===== src/rtl/regfile_writeback_queue.sv =====
// Write-back queue for the register file: buffers load and ALU results in order and drains
// one per cycle onto the register file write port, with a combinational forwarding lookup.
module regfile_writeback_queue #(
  parameter int DEPTH        = 4,
  parameter int dataWidth    = 64,
  parameter int addressWidth = 5,
  parameter int ZERO_REG     = 31
) (
  input  logic                      clock,
  input  logic                      reset,
  input  logic                      mem_valid,
  input  logic [addressWidth-1:0]   mem_rd,
  input  logic [dataWidth-1:0]      mem_data,
  output logic                      mem_ready,
  input  logic                      alu_valid,
  input  logic [addressWidth-1:0]   alu_rd,
  input  logic [dataWidth-1:0]      alu_data,
  output logic                      alu_ready,
  input  logic                      wb_stall,
  output logic                      reg_write,
  output logic [addressWidth-1:0]   write_register,
  output logic [dataWidth-1:0]      write_data,
  input  logic [addressWidth-1:0]   fwd_reg,
  output logic                      fwd_hit,
  output logic [dataWidth-1:0]      fwd_data,
  output logic [$clog2(DEPTH):0]    pending
);
  localparam int PW = $clog2(DEPTH);
  localparam int CW = PW + 1;
  localparam logic [addressWidth-1:0] ZR = addressWidth'(ZERO_REG);

  // Handshake: a producer offers with valid and holds its payload; the transfer happens at the
  // rising edge where valid & ready are both high. Ready depends only on the occupancy at the
  // start of the cycle (and mem_valid for the ALU port), never on wb_stall or a same-cycle pop.

  logic [addressWidth-1:0] rd_q   [DEPTH];
  logic [addressWidth-1:0] rd_d   [DEPTH];
  logic [dataWidth-1:0]    data_q [DEPTH];
  logic [dataWidth-1:0]    data_d [DEPTH];
  logic [PW-1:0]           head_q, head_d, tail_q, tail_d, wr_ptr, idx;
  logic [CW-1:0]           count_q, count_d, free;
  logic                    reg_write_q, reg_write_d;
  logic [addressWidth-1:0] write_register_q, write_register_d;
  logic [dataWidth-1:0]    write_data_q, write_data_d;
  logic                    mem_push, alu_push, pop;

  assign free      = CW'(DEPTH) - count_q;
  assign mem_ready = (free >= CW'(1));
  assign alu_ready = (free >= CW'(2)) | ((free == CW'(1)) & ~mem_valid);

  always_comb begin
    rd_d             = rd_q;
    data_d           = data_q;
    head_d           = head_q;
    reg_write_d      = reg_write_q;
    write_register_d = write_register_q;
    write_data_d     = write_data_q;
    pop              = 1'b0;
    // Writes to the zero register complete the handshake but never occupy a slot.
    mem_push = mem_valid & mem_ready & (mem_rd != ZR);
    alu_push = alu_valid & alu_ready & (alu_rd != ZR);
    wr_ptr   = tail_q;
    if (mem_push) begin
      rd_d[wr_ptr]   = mem_rd;
      data_d[wr_ptr] = mem_data;
      wr_ptr         = wr_ptr + PW'(1);
    end
    if (alu_push) begin
      rd_d[wr_ptr]   = alu_rd;
      data_d[wr_ptr] = alu_data;
      wr_ptr         = wr_ptr + PW'(1);
    end
    tail_d = wr_ptr;
    if (~wb_stall | ~reg_write_q) begin
      if (count_q != '0) begin
        pop              = 1'b1;
        reg_write_d      = 1'b1;
        write_register_d = rd_q[head_q];
        write_data_d     = data_q[head_q];
        head_d           = head_q + PW'(1);
      end else begin
        reg_write_d = 1'b0;
      end
    end
    count_d = count_q - CW'(pop) + CW'(mem_push) + CW'(alu_push);
  end

  always_ff @(posedge clock or posedge reset) begin
    if (reset) begin
      for (int i = 0; i < DEPTH; i++) begin
        rd_q[i]   <= '0;
        data_q[i] <= '0;
      end
      head_q           <= '0;
      tail_q           <= '0;
      count_q          <= '0;
      reg_write_q      <= 1'b0;
      write_register_q <= '0;
      write_data_q     <= '0;
    end else begin
      rd_q             <= rd_d;
      data_q           <= data_d;
      head_q           <= head_d;
      tail_q           <= tail_d;
      count_q          <= count_d;
      reg_write_q      <= reg_write_d;
      write_register_q <= write_register_d;
      write_data_q     <= write_data_d;
    end
  end

  // Output stage is oldest, then FIFO from head to tail; later matches overwrite earlier ones.
  always_comb begin
    fwd_hit  = 1'b0;
    fwd_data = '0;
    idx      = head_q;
    if (fwd_reg != ZR) begin
      if (reg_write_q && (write_register_q == fwd_reg)) begin
        fwd_hit  = 1'b1;
        fwd_data = write_data_q;
      end
      for (int i = 0; i < DEPTH; i++) begin
        idx = head_q + PW'(i);
        if ((CW'(i) < count_q) && (rd_q[idx] == fwd_reg)) begin
          fwd_hit  = 1'b1;
          fwd_data = data_q[idx];
        end
      end
    end
  end

  assign reg_write      = reg_write_q;
  assign write_register = write_register_q;
  assign write_data     = write_data_q;
  assign pending        = count_q + CW'(reg_write_q);
endmodule


===== config.mk =====
export PLATFORM = sky130hd
export DESIGN_NAME = regfile_writeback_queue
export DESIGN_NICKNAME = d
export VERILOG_FILES = /design/src/rtl/regfile_writeback_queue.sv
export SDC_FILE = /design/constraint.sdc
export NUM_CORES = 1
export LEC_CHECK = 0
export ABC_AREA = 0
export CORE_MARGIN = 2
export CORE_UTILIZATION = 30
export CTS_BUF_LIST = sky130_fd_sc_hd__clkbuf_16
export DETAILED_ROUTE_END_ITERATION = 16
export PLACE_DENSITY = 0.58
export REMOVE_ABC_BUFFERS = 1
export SYNTH_ARGS = -nofsm -noshare
export SYNTH_HDL_FRONTEND = slang
export SYNTH_SLANG_ARGS = --single-unit

===== constraint.sdc =====
create_clock -name clock -period 22.5 [get_ports clock]
set_input_delay 3.375 -clock clock [delete_from_list [all_inputs] [get_ports clock]]
set_output_delay 3.375 -clock clock [all_outputs]
set_load 0.02 [all_outputs]

==> run_1/clock_map.png <==
(1 px per um)
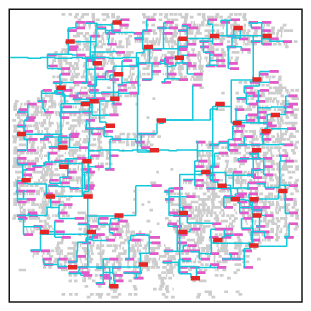
[red] cells driving clock nets | count: 47
[magenta] flip-flops | count: 353
[cyan] clock wires | length: 6390 um
routed clock nets: 48
Insertion Delay late pin: 590 ps
Clock Power Share: 13.5%
clk pwr: 0.696 mW

==> run_1/registers.png <==
(1.5 px per um) Other sequential cells in the stronger grey, the rest of the logic in the fainter grey.
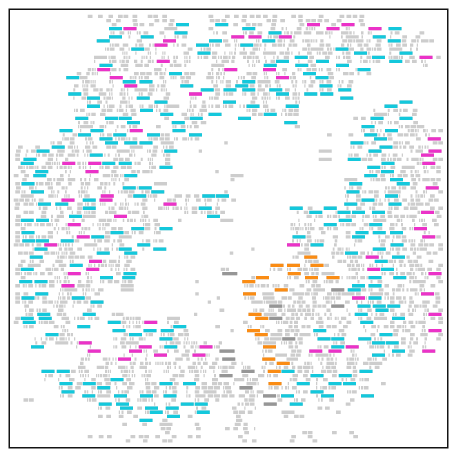
| colour | netlist name | placed flops |
|---|---|---|
| orange | `rd_q` | 20 |
| cyan | `data_q` | 256 |
| magenta | `write_data` | 64 |
Seq/total area: 29.8%
Flop area: 8840 um^2
Final Util: 36.2%
seq pwr: 1.29 mW

==> run_1/met1.png <==
(1 px per um)
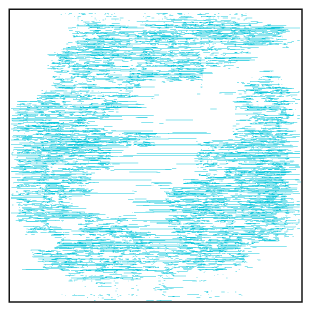
nets with wire on the layer: 2801
share of all routed wire: 44%
longest straight run: 81.9 um
drt total wl: 86.3 mm
grt met1 use: 26.7%
Via Count: 21129

==> flow_summary_export.csv, run 1 <==
group,metric,value,unit
pwr,p_per_area,174,nW/um^2
finish,instances_no_fill,4016,
placed_design,dp_hpwl,51.9,mm
critical_path,critPathBufInv,3,
logic_synthesis,synthTopCellsByCount,"465 x mux2i_1, 456 x nor2_1, 360 x a21oi_1",
clock_network,clockBufferDepth,3,
run,tool_warnings,38,
floorplan,core,81800,um^2
logic_synthesis,ys_types,50,
grt,grt_max_degree,139,
clock_network,cts_root_buf,"clkbuf_16",
clock_network,cts_sinks,353,
pwr,ir_drop,80.3,uV
grt,antenna_found_initial,15,
outcome,run_status,"finished clean",
finish,fin_nets,3073,
final_timing,fmax,94.3,MHz
finish,areaGrowthSynthToFinish,19.7,%
final_timing,hold_violations,0,
logic_synthesis,synth_warnings,0,
clock_network,cts-resized-gates,0,
final_timing,fin_tns_setup,0,ps
critical_path,worstPathArrival,7230,ps
critical_path,path_delay_family,"buffers and inverters",
placed_design,dpl_cell_area,28200,um^2
run,max_cap_violations,0,
critical_path,critPathLaunchType,"input pin",
worst_hold_path,hp-class,"reg -> reg",
final_timing,worst_slew_pin_slew,1170,ps
drt,viasPerCell,5.26,
floorplan,row_count,105,
grt,first_global_vias,20416,
placed_design,dp_slack,11870,ps
logic_synthesis,edf_count,0,
-- run 1: flip-flops by register name, indices dropped and copies added (netlist names) --
signal,cells
rd_q,20
write_register,5
tail_q,2
write_data,64
count_q,3
data_q,256
reg_write,1
head_q,2
-- run 1: report_power, final --
part           internal [mW]  switching (mW)  leakage (nW)
Combinational           1.38            1.80          8.98
Clock                  0.390           0.306         0.719
Sequential             0.982           0.304          4.02
Total                   2.76            2.41          13.7
-- run 1: cells in the final DEF (no fill, tap or decap), types with 27 or more instances in the layout --
| cell | n |
|---|---|
| a21oi_1 | 360 |
| a221oi_2 | 59 |
| a22oi_1 | 38 |
| a31oi_1 | 27 |
| buf_4 | 29 |
| clkbuf_16 | 49 |
| clkdlybuf4s50_1 | 287 |
| dfrtp_1 | 351 |
| mux2_2 | 140 |
| mux2i_1 | 465 |
| nand2_1 | 234 |
| nand3_1 | 43 |
| nor2_1 | 455 |
| o21a_1 | 38 |
| o21ai_0 | 142 |
-- run 1: worst register-to-register path, stage by stage (launching register included) --
cell,delay (ps)
dfrtp_1,470
inv_1,180
ha_1,240
ha_1,280
nand4b_1,120
o211a_1,340
o21ai_0,450
inv_1,130
ha_1,250
nand2_4,570
buf_4,970
nor2_1,140
a21oi_1,150
-- run 1: per-layer routing --
layer  global-route usage, %  wire (um)
met3                    3.70       5460
met2                    33.6      41000
met4                    4.09       1490
met1                    26.7      38200
met5                       0        134
-- run 1: path summary, 6_finish.rpt --
kind	end	depth (start not counted)	slack, ps	from
worst max register to register	data_q[244]	12	18140	count_q[0]
max in group asynchronous	write_data[29]	3	17780	reset
worst min-delay path	write_data[43]	2	500	write_data[43]
min in group asynchronous	data_q[92]	2	3290	reset
worst max-delay path	fwd_data[8]	9	11890	fwd_reg[1]
worst min register to register	write_data[43]	2	500	write_data[43]
-- run 1: final cells by class --
type | instances | area, um^2 | share of cell area, %
flip-flops and latches | 353 | 8840 | 29.8
diodes | 5 | 12.5 | 0.0422
well taps | 1070 | 1340 | 4.52
repair buffers | 317 | 3110 | 10.5
clock buffers | 49 | 1230 | 4.14
clock inverters | 35 | 151 | 0.511
inverters | 17 | 76.3 | 0.258
multi-input cells | 2170 | 14900 | 50.2
-- run 1: cells by family (layout without fill, tap and decap cells) --
logic type | Yosys count | count (layout) | share of synthesized area [%]
simple gates | 775 | 775 | 12.4
compound gates | 726 | 726 | 18.9
mux | 615 | 615 | 26.1
flops | 353 | 353 | 35.7
buf+inv | 267 | 418 | 4.68
xor+xnor | 35 | 35 | 1.24
fa+ha+maj | 19 | 19 | 1.02
other cells | 0 | 5 | 0
==> run_1/final_congestion.png <==
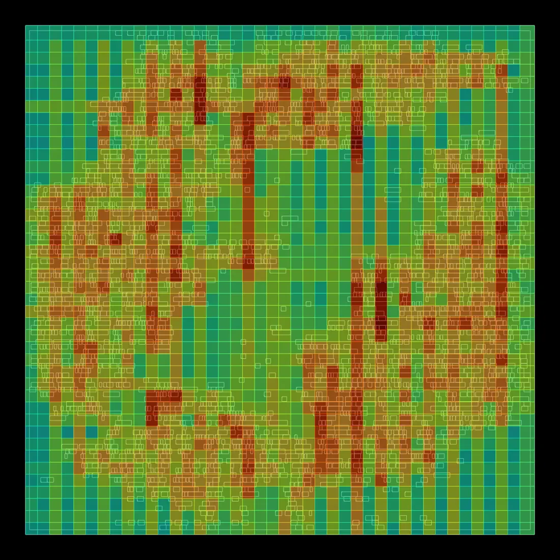

==> inputs of run 2 (changes only) <==
--- a/config.mk
+++ b/config.mk
@@ -10,7 +10,7 @@
 export CORE_UTILIZATION = 30
 export CTS_BUF_LIST = sky130_fd_sc_hd__clkbuf_16
 export DETAILED_ROUTE_END_ITERATION = 16
-export PLACE_DENSITY = 0.58
+export PLACE_DENSITY = 0.6
 export REMOVE_ABC_BUFFERS = 1
 export SYNTH_ARGS = -nofsm -noshare
 export SYNTH_HDL_FRONTEND = slang
==> constraint.sdc (replaced) <==
create_clock -name clock -period 8.6 [get_ports clock]
set_input_delay 1.29 -clock clock [delete_from_list [all_inputs] [get_ports clock]]
set_output_delay 1.29 -clock clock [all_outputs]
set_load 0.02 [all_outputs]
==> run_2/final_congestion.png <==
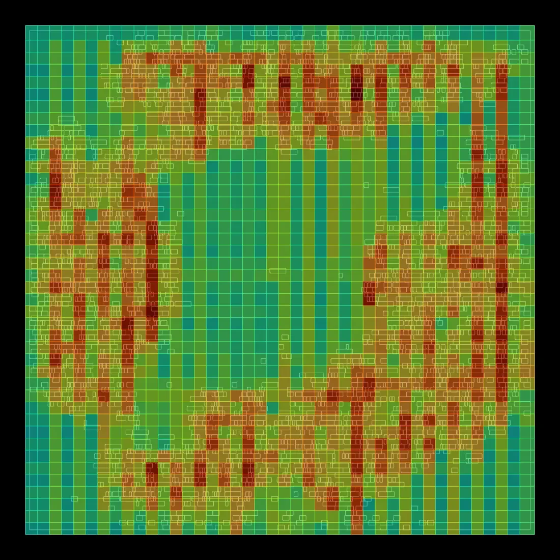
grt met1 use: 25.3%
met2 usage: 32.6%

==> run_2/met1.png <==
(1 px per um)
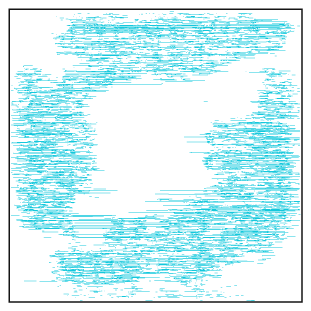
longest straight run: 88.8 um
main direction: horizontal

==> run 2 against run 1 <==
Effect of this change: core utilization increased by 0.070 points; wire length is 3.2% lower; count of clock-buffer cells in the layout fell by 2; worst hold slack got worse by 5.6 ps; global-route usage fell by 0.67 points; first-iteration DRC count up 3.0%; cell count is the same; clock power rose to 2.6 times the previous value; area after synthesis stayed put; design area is 0.19% higher.
==> flow_summary_export.csv, run 2 <==
group,metric,value,unit
clock_network,cts_sinks,353,
placed_design,dp_slack,2050,ps
critical_path,timing.reg2reg.setup_slack,4310,ps
finish,instances_no_fill,4016,
logic_synthesis,synthXorXnorAreaFrac,1.24,%
logic_synthesis,ys_types,50,
drt,viasPerCell,5.31,
finish,layout_top_cells,"465 x mux2i_1, 455 x nor2_1, 360 x a21oi_1, 351 x dfrtp_1, 287 x clkdlybuf4s50_1",
critical_path,critPathLaunchType,"flip-flop",
final_timing,hold_violations,0,
critical_path,startpoint,"head_q[1]",
floorplan,row_count,105,
clock_network,cts_root_buf,"clkbuf_16",
final_timing,fin_tns_setup,0,ps
placed_design,dpl_cell_area,28300,um^2
clock_network,cts-resized-gates,0,
finish,layout_top_cell,"mux2i_1",
worst_hold_path,hp-class,"reg -> reg",
worst_hold_path,min_to,"write_data[13]",
outcome,run_status,"finished clean",
logic_synthesis,synthTopLogicFamily,"multiplexers",
drt,num_vias,21316,
grt,grt_max_degree,147,
logic_synthesis,compound_area_share,18.9,%
pwr,ir_drop,226,uV
critical_path,worstPathArrival,5400,ps
finish,utilization,36.3,%
==> run_2/clock_map.png <==
(1 px per um)
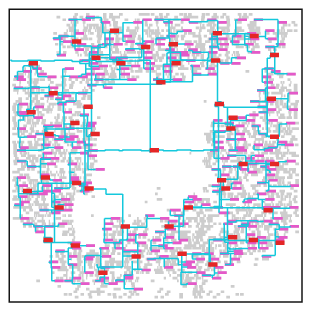
Clock Power Share: 13.6%
Insertion Delay late pin: 580 ps
Worst Skew: 22.3 ps

[run 2: cell count changes in the layout (fill, tap and decap cells not counted), sizes merged]
cell	change
clkinv	+4
diode	-4
inv	-4
buf	+3
bufinv	+2
clkbuf	-2
clkinvlp	+1
[run 2: area by class of cell]
type / count / share of cell area [%]
diodes: 1 / 0.00843
clock buffers: 47 / 3.96
clock inverters: 38 / 0.746
inverters: 17 / 0.257
multi-input cells: 2170 / 50.1
flip-flops and latches: 353 / 29.8
well taps: 1070 / 4.51
repair buffers: 320 / 10.6
[run 2: cells by family (layout without fill, tap and decap cells)]
family	Yosys count	count (layout)
AOI/OAI and AO/OA	726	726
and+or+nand+nor	775	775
DFF	353	353
adders and majority gates	19	19
other	0	1
buffers and inverters	267	422
muxes	615	615
xor gates and xnor gates	35	35
[run 2: critical path: stages (launching register included)]
cell             delay, ps
dfrtp_4               1090
mux4_2                 440
xor2_1                 180
nor4_4                 420
o21a_4                 770
nor2_4                  30
buf_4                  340
a221o_1                440
a221oi_2               280
clkdlybuf4s50_1        650
[run 2: report_power, final]
group | leakage (nW) | total, mW | internal [mW] | switching (mW)
Combinational | 9.00 | 8.32 | 3.64 | 4.68
Sequential | 4.02 | 3.35 | 2.57 | 0.783
Clock | 0.706 | 1.84 | 1.05 | 0.799
[run 2: worst max-delay path by stage]
stage                    to  slack, ps  depth (start not counted)
2_1_floorplan  fwd_data[62]      -4830                          7
3_3_place_gp   fwd_data[21]       2110                          9
3_5_place_dp   fwd_data[21]       2050                          9
4_1_cts        fwd_data[63]       1910                          9
5_1_grt        fwd_data[63]       1710                          9
6_report       fwd_data[30]       1910                          9
[run 2: metal layers]
metal  track usage (%)  up-vias  wire, um
met5                 0        -        66
met4              5.47       10      2020
met3              3.27      144      5320
li1                  -    10208         -
met1              25.3    10256     36300
met2              32.6      698     39900
Power figures rest on the tool's default switching activity, not on a simulated workload.
